<file path="src/rtl/display_driver_if.sv">
// Handshake bundle between the frequency counter core and the display driver.
// The counter side is the master; the display driver is the slave.
interface display_driver_if;
    logic [6:0] count_in;
    logic       load;
    logic       busy;
    logic [6:0] segments;
    logic       digit;

    modport master (
        output count_in,
        output load,
        input  busy,
        input  segments,
        input  digit
    );

    modport slave (
        input  count_in,
        input  load,
        output busy,
        output segments,
        output digit
    );
endinterface

</file>
<file path="src/rtl/display_driver.sv">
// Two-digit multiplexed 7-segment driver with a sequential double-dabble BCD converter.
// Optional build macro LEADING_ZERO_BLANK_EN blanks a zero tens digit.
module display_driver #(
    parameter int REFRESH_CYCLES = 1200
) (
    input  logic       clk,
    input  logic       rst_n,
    display_driver_if.slave bus
);

    typedef enum logic [1:0] {
        IDLE,
        CONVERT,
        UPDATE
    } state_t;

    localparam logic [11:0] REFRESH_TC = 12'(REFRESH_CYCLES - 1);
    localparam logic [3:0]  DASH = 4'hF;

    state_t      state;
    state_t      state_nx;
    logic [14:0] shreg;
    logic [2:0]  iter;
    logic        over;
    logic        pend_valid;
    logic [6:0]  pend_val;
    logic [3:0]  tens_q;
    logic [3:0]  units_q;
    logic [11:0] refresh_cnt;
    logic        digit_q;
    logic [6:0]  segments_q;

    logic        start;
    logic [6:0]  start_val;
    logic [3:0]  tens_adj;
    logic [3:0]  units_adj;
    logic [3:0]  shown;
    logic [6:0]  seg_nx;

    function automatic logic [6:0] decode(input logic [3:0] code);
        logic [6:0] seg;
        seg = 7'b0000000;
        case (code)
            4'd0: seg = 7'b0111111;
            4'd1: seg = 7'b0000110;
            4'd2: seg = 7'b1011011;
            4'd3: seg = 7'b1001111;
            4'd4: seg = 7'b1100110;
            4'd5: seg = 7'b1101101;
            4'd6: seg = 7'b1111101;
            4'd7: seg = 7'b0000111;
            4'd8: seg = 7'b1111111;
            4'd9: seg = 7'b1101111;
            4'hF: seg = 7'b1000000;
            default: seg = 7'b0000000;
        endcase
        return seg;
    endfunction

    // A fresh load in IDLE is newer than anything pending, so it wins.
    always_comb begin
        state_nx  = state;
        start     = 1'b0;
        start_val = bus.count_in;
        unique case (state)
            IDLE: begin
                if (bus.load) begin
                    start    = 1'b1;
                    state_nx = CONVERT;
                end else if (pend_valid) begin
                    start     = 1'b1;
                    start_val = pend_val;
                    state_nx  = CONVERT;
                end
            end
            CONVERT: begin
                if (iter == 3'd6) begin
                    state_nx = UPDATE;
                end
            end
            UPDATE: begin
                state_nx = IDLE;
            end
            default: begin
                state_nx = IDLE;
            end
        endcase
    end

    always_comb begin
        tens_adj  = shreg[14:11];
        units_adj = shreg[10:7];
        if (tens_adj >= 4'd5) begin
            tens_adj = tens_adj + 4'd3;
        end
        if (units_adj >= 4'd5) begin
            units_adj = units_adj + 4'd3;
        end
    end

    always_comb begin
        shown  = digit_q ? tens_q : units_q;
        seg_nx = decode(shown);
`ifdef LEADING_ZERO_BLANK_EN
        if (digit_q && (tens_q == 4'd0)) begin
            seg_nx = 7'b0000000;
        end
`endif
    end

    always_ff @(posedge clk) begin
        if (!rst_n) begin
            state <= IDLE;
        end else begin
            state <= state_nx;
        end
    end

    always_ff @(posedge clk) begin
        if (!rst_n) begin
            shreg      <= '0;
            iter       <= '0;
            over       <= 1'b0;
            pend_valid <= 1'b0;
            pend_val   <= '0;
            tens_q     <= '0;
            units_q    <= '0;
        end else begin
            if (start) begin
                shreg <= {8'd0, start_val};
                over  <= (start_val > 7'd99);
                iter  <= '0;
            end else if (state == CONVERT) begin
                shreg <= {tens_adj[2:0], units_adj, shreg[6:0], 1'b0};
                iter  <= iter + 3'd1;
            end
            if (state == UPDATE) begin
                tens_q  <= over ? DASH : shreg[14:11];
                units_q <= over ? DASH : shreg[10:7];
            end
            if (bus.load && (state != IDLE)) begin
                pend_valid <= 1'b1;
                pend_val   <= bus.count_in;
            end else if (start) begin
                pend_valid <= 1'b0;
            end
        end
    end

    always_ff @(posedge clk) begin
        if (!rst_n) begin
            refresh_cnt <= '0;
            digit_q     <= 1'b0;
            segments_q  <= '0;
        end else begin
            if (refresh_cnt == REFRESH_TC) begin
                refresh_cnt <= '0;
                digit_q     <= ~digit_q;
            end else begin
                refresh_cnt <= refresh_cnt + 12'd1;
            end
            segments_q <= seg_nx;
        end
    end

    // A pending value keeps busy asserted across the IDLE hand-off cycle.
    assign bus.busy     = (state != IDLE) || pend_valid;
    assign bus.segments = segments_q;
    assign bus.digit    = digit_q;

endmodule

</file>
<file path="src/flat_wrapper.sv">
// flat-port wrapper written by rule: the top's interface ports become plain ports
module display_driver_flat 
#(
    parameter int REFRESH_CYCLES = 1200
)
  (clk, rst_n, bus_count_in, bus_load, bus_busy, bus_segments, bus_digit);
  display_driver_if bus_i ();
  input  logic clk;
  input  logic rst_n;
  input wire logic [$bits(bus_i.count_in)-1:0] bus_count_in;
  input wire logic [$bits(bus_i.load)-1:0] bus_load;
  output wire logic [$bits(bus_i.busy)-1:0] bus_busy;
  output wire logic [$bits(bus_i.segments)-1:0] bus_segments;
  output wire logic [$bits(bus_i.digit)-1:0] bus_digit;
  assign bus_i.count_in = bus_count_in;
  assign bus_i.load = bus_load;
  assign bus_busy = bus_i.busy;
  assign bus_segments = bus_i.segments;
  assign bus_digit = bus_i.digit;
  display_driver #(.REFRESH_CYCLES(REFRESH_CYCLES)) u_core (.clk(clk), .rst_n(rst_n), .bus(bus_i));
endmodule
</file>
<file path="config.mk">
export PLATFORM = sky130hd
export DESIGN_NAME = display_driver_flat
export DESIGN_NICKNAME = d
export VERILOG_FILES = /design/src/rtl/display_driver_if.sv /design/src/rtl/display_driver.sv /design/src/flat_wrapper.sv
export SDC_FILE = /design/constraint.sdc
export NUM_CORES = 1
export LEC_CHECK = 0
export ABC_AREA = 1
export CAP_MARGIN = 20
export CELL_PAD_IN_SITES_DETAIL_PLACEMENT = 0
export CELL_PAD_IN_SITES_GLOBAL_PLACEMENT = 1
export CORE_MARGIN = 1.5
export CORE_UTILIZATION = 46
export CTS_BUF_LIST = sky130_fd_sc_hd__clkbuf_4 sky130_fd_sc_hd__clkbuf_8 sky130_fd_sc_hd__clkbuf_16
export CTS_CLUSTER_DIAMETER = 150
export DETAILED_ROUTE_END_ITERATION = 8
export GPL_TIMING_DRIVEN = 0
export HOLD_SLACK_MARGIN = 0.06
export MAX_ROUTING_LAYER = met4
export PLACE_DENSITY = 0.84
export SLEW_MARGIN = 20
export SYNTH_ARGS = -nofsm -noshare
export SYNTH_HDL_FRONTEND = slang
export SYNTH_SLANG_ARGS = --single-unit
</file>
<file path="constraint.sdc">
create_clock -name clk -period 3.15 [get_ports clk]
set_clock_uncertainty 0.05 [all_clocks]
set_input_delay 0.4725 -clock clk [delete_from_list [all_inputs] [get_ports clk]]
set_output_delay 0.4725 -clock clk [all_outputs]
set_load 0.05 [all_outputs]
</file>
**Pin map**

Pins as bars across the die edge, other pins in grey.
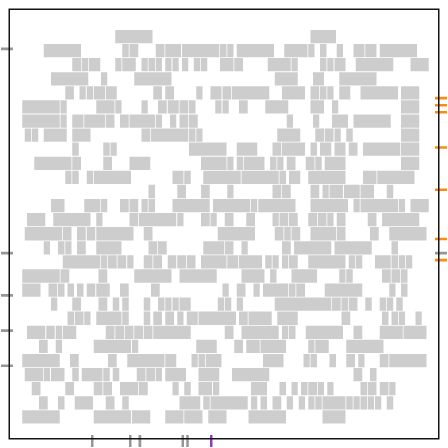
| port | colour | pins | direction | edge |
|---|---|---|---|---|
| `bus_busy` | purple | 1 | output | bottom |
| `bus_segments` | orange | 7 | output | right |
all pins by edge: 8 right, 6 bottom, 5 left

**Placement by cell class**

Fill, decap, tap and diode cells in grey.
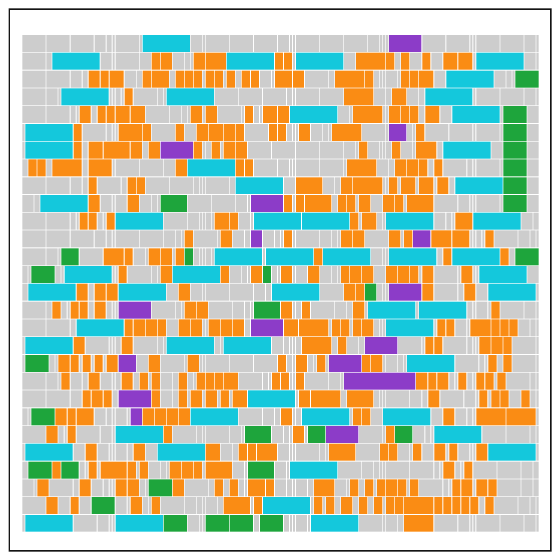
| class | colour | cells |
|---|---|---|
| clock drivers and dummy loads | purple | 16 |
| combinational and other logic | orange | 330 |
| other buffers and delay cells | green | 29 |
| flops | cyan | 57 |

**Clock distribution**

The bar under the picture is 20 um long.
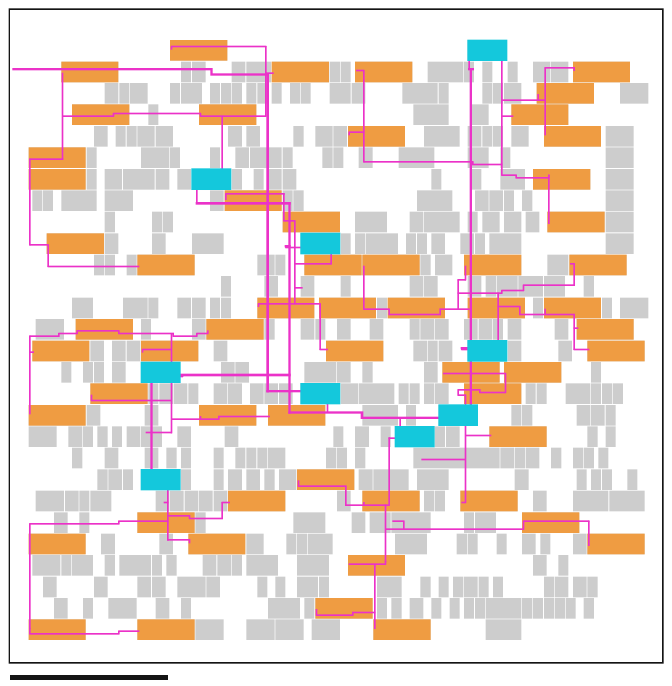
[clock wires] magenta | length: 811 um
[flip-flops] orange | count: 57
[clock drivers] cyan | count: 9
flops lie: spread over the die
routed clock nets: 10

==> deck_impl_summary.md <==
Synthesis and Place & Route Summary

Timing
  – RSZ-0062 raised after global routing: no
  – Max-slew violations: 0
  – Final period util: 74.6%
  – Hold Vio Cnt, Final: 0
  – Worst slew margin: 60.3%
  – FMAX: 426 MHz
  – Final Critical Period: 2350 ps
  – Final setup violation count: 0
  – Worst Max-Slew Pin Slew: 589 ps
  – Hold slack: 392 ps
  – Sum Neg Setup Slack: 0 ps

Pwr
  – Worst vdd ir: 278 uV
  – Psw: 0.426 mW
  – Final Power: 1.66 mW
  – Reg power frac: 46.3%
  – Clock share of power: 41.9%
  – Power per Cell Area: 490 mW/mm^2
  – Logic power comb: 0.197 mW
  – P_clk: 0.696 mW
  – Largest power group: sequential cells
  – Gate power share: 11.8%
  – Leakage power: 1.41 nW
  – Switching Share: 25.6%
  – Power in sequential cells: 0.769 mW

Finish
  – P&R area growth vs syn: 16.3%
  – # diodes: 0
  – Nets: 451
  – Layout Cells excl Fill: 507
  – Share of layout cells above drive strength 1: 13.9%

Drt
  – Post-route ant nets: 0
  – Vias per inst: 4.86
  – Via count: 2,465
  – Drc violations: 0
  – WL final: 5.86 mm
  – Iteration-0 DRC Markers: 67
  – TritonRoute pass-1 iters: 4

Clock network
  – Sink Count: 57
  – Setup bufs post-CTS: 0
  – Clock slew at reported path FFs: 70 ps
  – Hold_buf cts: 0
  – Root buffer cell: clkbuf_8
  – Worst skew pair latency: 340 ps
  – H-tree Lvls: 3
  – TritonCTS clock tree: built
  – CTS resizes: 0
  – CTS buffer count: 9
  – Clock buffer depth: 2

Yosys
  – Flip-flops with a built-in enable: 0
  – Yosys cell count: 398
  – Main flop type: dfxtp_1
  – Area leader share: 39.1%
  – Seq share, synth: 39.1%
  – Post-synth regs: 57
  – Syn Nets: 422
  – Top post-synthesis cells by area: dfxtp_1, nand2_1, inv_1
  – Synth async-reset ratio: 0%
  – Yosys warnings: 0
  – Netlist cell types: 34
  – Chip Area, Yosys: 0.00292 mm^2

Global route
  – Vias in the first global route: 2,326
  – Grt total ovfl: 0
  – Initial antenna violation count: 0
  – Largest net degree at the start of global routing: 11
  – Overall Global Routing Usage: 20.5%
  – Wire length of the first global-routing pass: 10.2 mm

Critical path
  – Critical Path End Type: primary output
  – Critical-path maximum fanout: 10
  – CP Launch Type: flop
  – Largest delay contributor family on the critical path: buffers and inverters
  – Bufs and invs on worst path: 2
  – Critical-path top delay cell: clkdlybuf4s50_1
  – CP peak stage delay: 790 ps
  – WP data arrival: 1830 ps
  – Worst path cell trace: nor2_4 > buf_6 > nand2_1 > clkdlybuf4s50_1

Placed design
  – DP HPWL: 4.35 mm
  – Gpl congestion: 0.791
  – IO buf count: 18
  – Post-Place Cells: 491

Floorplan
  – Core box area: 0.00603 mm^2
  – Top Ports: 19
  – Initial core utilization: 48.4%
  – Die area: 0.00683 mm^2
  – Die Height: 82.6 um
  – Row count: 28
  – Chip Width: 82.6 um

Job
  – MaxCap Viol Count: 0
  – Log Warnings: 35

Worst hold path
  – Hold WC Path Type: reg -> reg

Outcome
  – Status: finished, final reports clean
## tightest hold or removal path: stages, from the launching register on
cell,delay (ps)
dfxtp_1,310
inv_1,50
a21oi_1,50
## synthesized netlist by cell type, drive strengths merged (2+ instances only)
| cell | number |
|---|---|
| a211oi | 3 |
| a21oi | 33 |
| buf | 9 |
| clkbuf | 2 |
| dfxtp | 57 |
| ha | 14 |
| inv | 60 |
| nand2 | 90 |
| nand3 | 34 |
| nand3b | 3 |
| nand4 | 2 |
| nor2 | 36 |
| nor3 | 13 |
| o21ai | 35 |
| or2 | 3 |
## kinds of logic after synthesis
family,synth area share (%)
simple gates,30.4
buf+inv,10.9
compound gates,13.2
flops,39.1
fa+ha+maj,6.00
xor+xnor,0.300
## cells in the final DEF, fill, tap and decap left out, types with 2 or more instances in the layout
master | netlist | final
nand2_1 | 80 | 80
dfxtp_1 | 57 | 57
inv_1 | 56 | 56
nand3_1 | 32 | 32
o21ai_0 | 31 | 31
a21oi_1 | 29 | 29
nor2_1 | 25 | 25
clkdlybuf4s50_1 | 0 | 18
ha_1 | 14 | 14
nor3_1 | 13 | 13
clkbuf_8 | 0 | 10
nor2_2 | 6 | 6
nand2_2 | 6 | 6
nor2_4 | 5 | 5
buf_6 | 4 | 4
clkbuf_4 | 1 | 4
nand2_4 | 4 | 4
a21oi_2 | 4 | 4
inv_2 | 3 | 3
a211oi_1 | 3 | 3
buf_4 | 3 | 3
nand3b_1 | 3 | 3
nand3_2 | 2 | 2
nand4_1 | 2 | 2
o21ai_2 | 2 | 2
o21ai_1 | 2 | 2
or2_0 | 2 | 2
clkinv_2 | 0 | 2
## path summary, 6_finish.rpt
path	from	to	slack, ps	cells after the start
max	u_core.state[1]	bus_busy	800	4
max reg2reg	u_core.bus.digit	u_core.bus.segments[3]	1130	8
min	u_core.pend_val[2]	u_core.pend_val[2]	390	2
min reg2reg	u_core.pend_val[2]	u_core.pend_val[2]	390	2
## layer usage
| layer | global-route usage (%) | share of wire, % | vias up |
|---|---|---|---|
| met2 | 32.9 | 44 | 28 |
| met5 | - | 0 | - |
| met1 | 24.5 | 51 | 1093 |
| li1 | - | - | 1331 |
| met3 | 4.29 | 2.6 | 13 |
| met4 | 9.50 | 2.4 | 0 |
## final cells by class
cell class              instances  area, um^2
clock buffers                  13         160
clock inverters                 3        40.0
fillers                       612        2630
well taps                      75        93.8
flip-flops and latches         57        1140
repair buffers                 18         180
multi-input cells             269        1460
plain buffers                  11        87.6
inverters                      61         231
## through the flow
step / util [%] / worst slack [ps] / instance area, um^2
after CTS: 56.3 / 782 / 3390
after global routing: 56.3 / 750 / 3390
after floorplan: - / 1000 / 2920
final: 56.3 / 801 / 3390
after global placement: 53.0 / 1140 / 3190
after detailed placement: 53.0 / 1110 / 3190
## flip-flops by register name (all words and copies together), names as in the netlist
name and cells:
u_core.refresh_cnt 12, u_core.bus.digit 1, u_core.bus.segments 7, u_core.tens_q 4, u_core.units_q 4, u_core.pend_val 7, u_core.pend_valid 1, u_core.shreg 15
u_core.over 1, u_core.state 2, u_core.iter 3
Power and IR drop assume default switching activity.
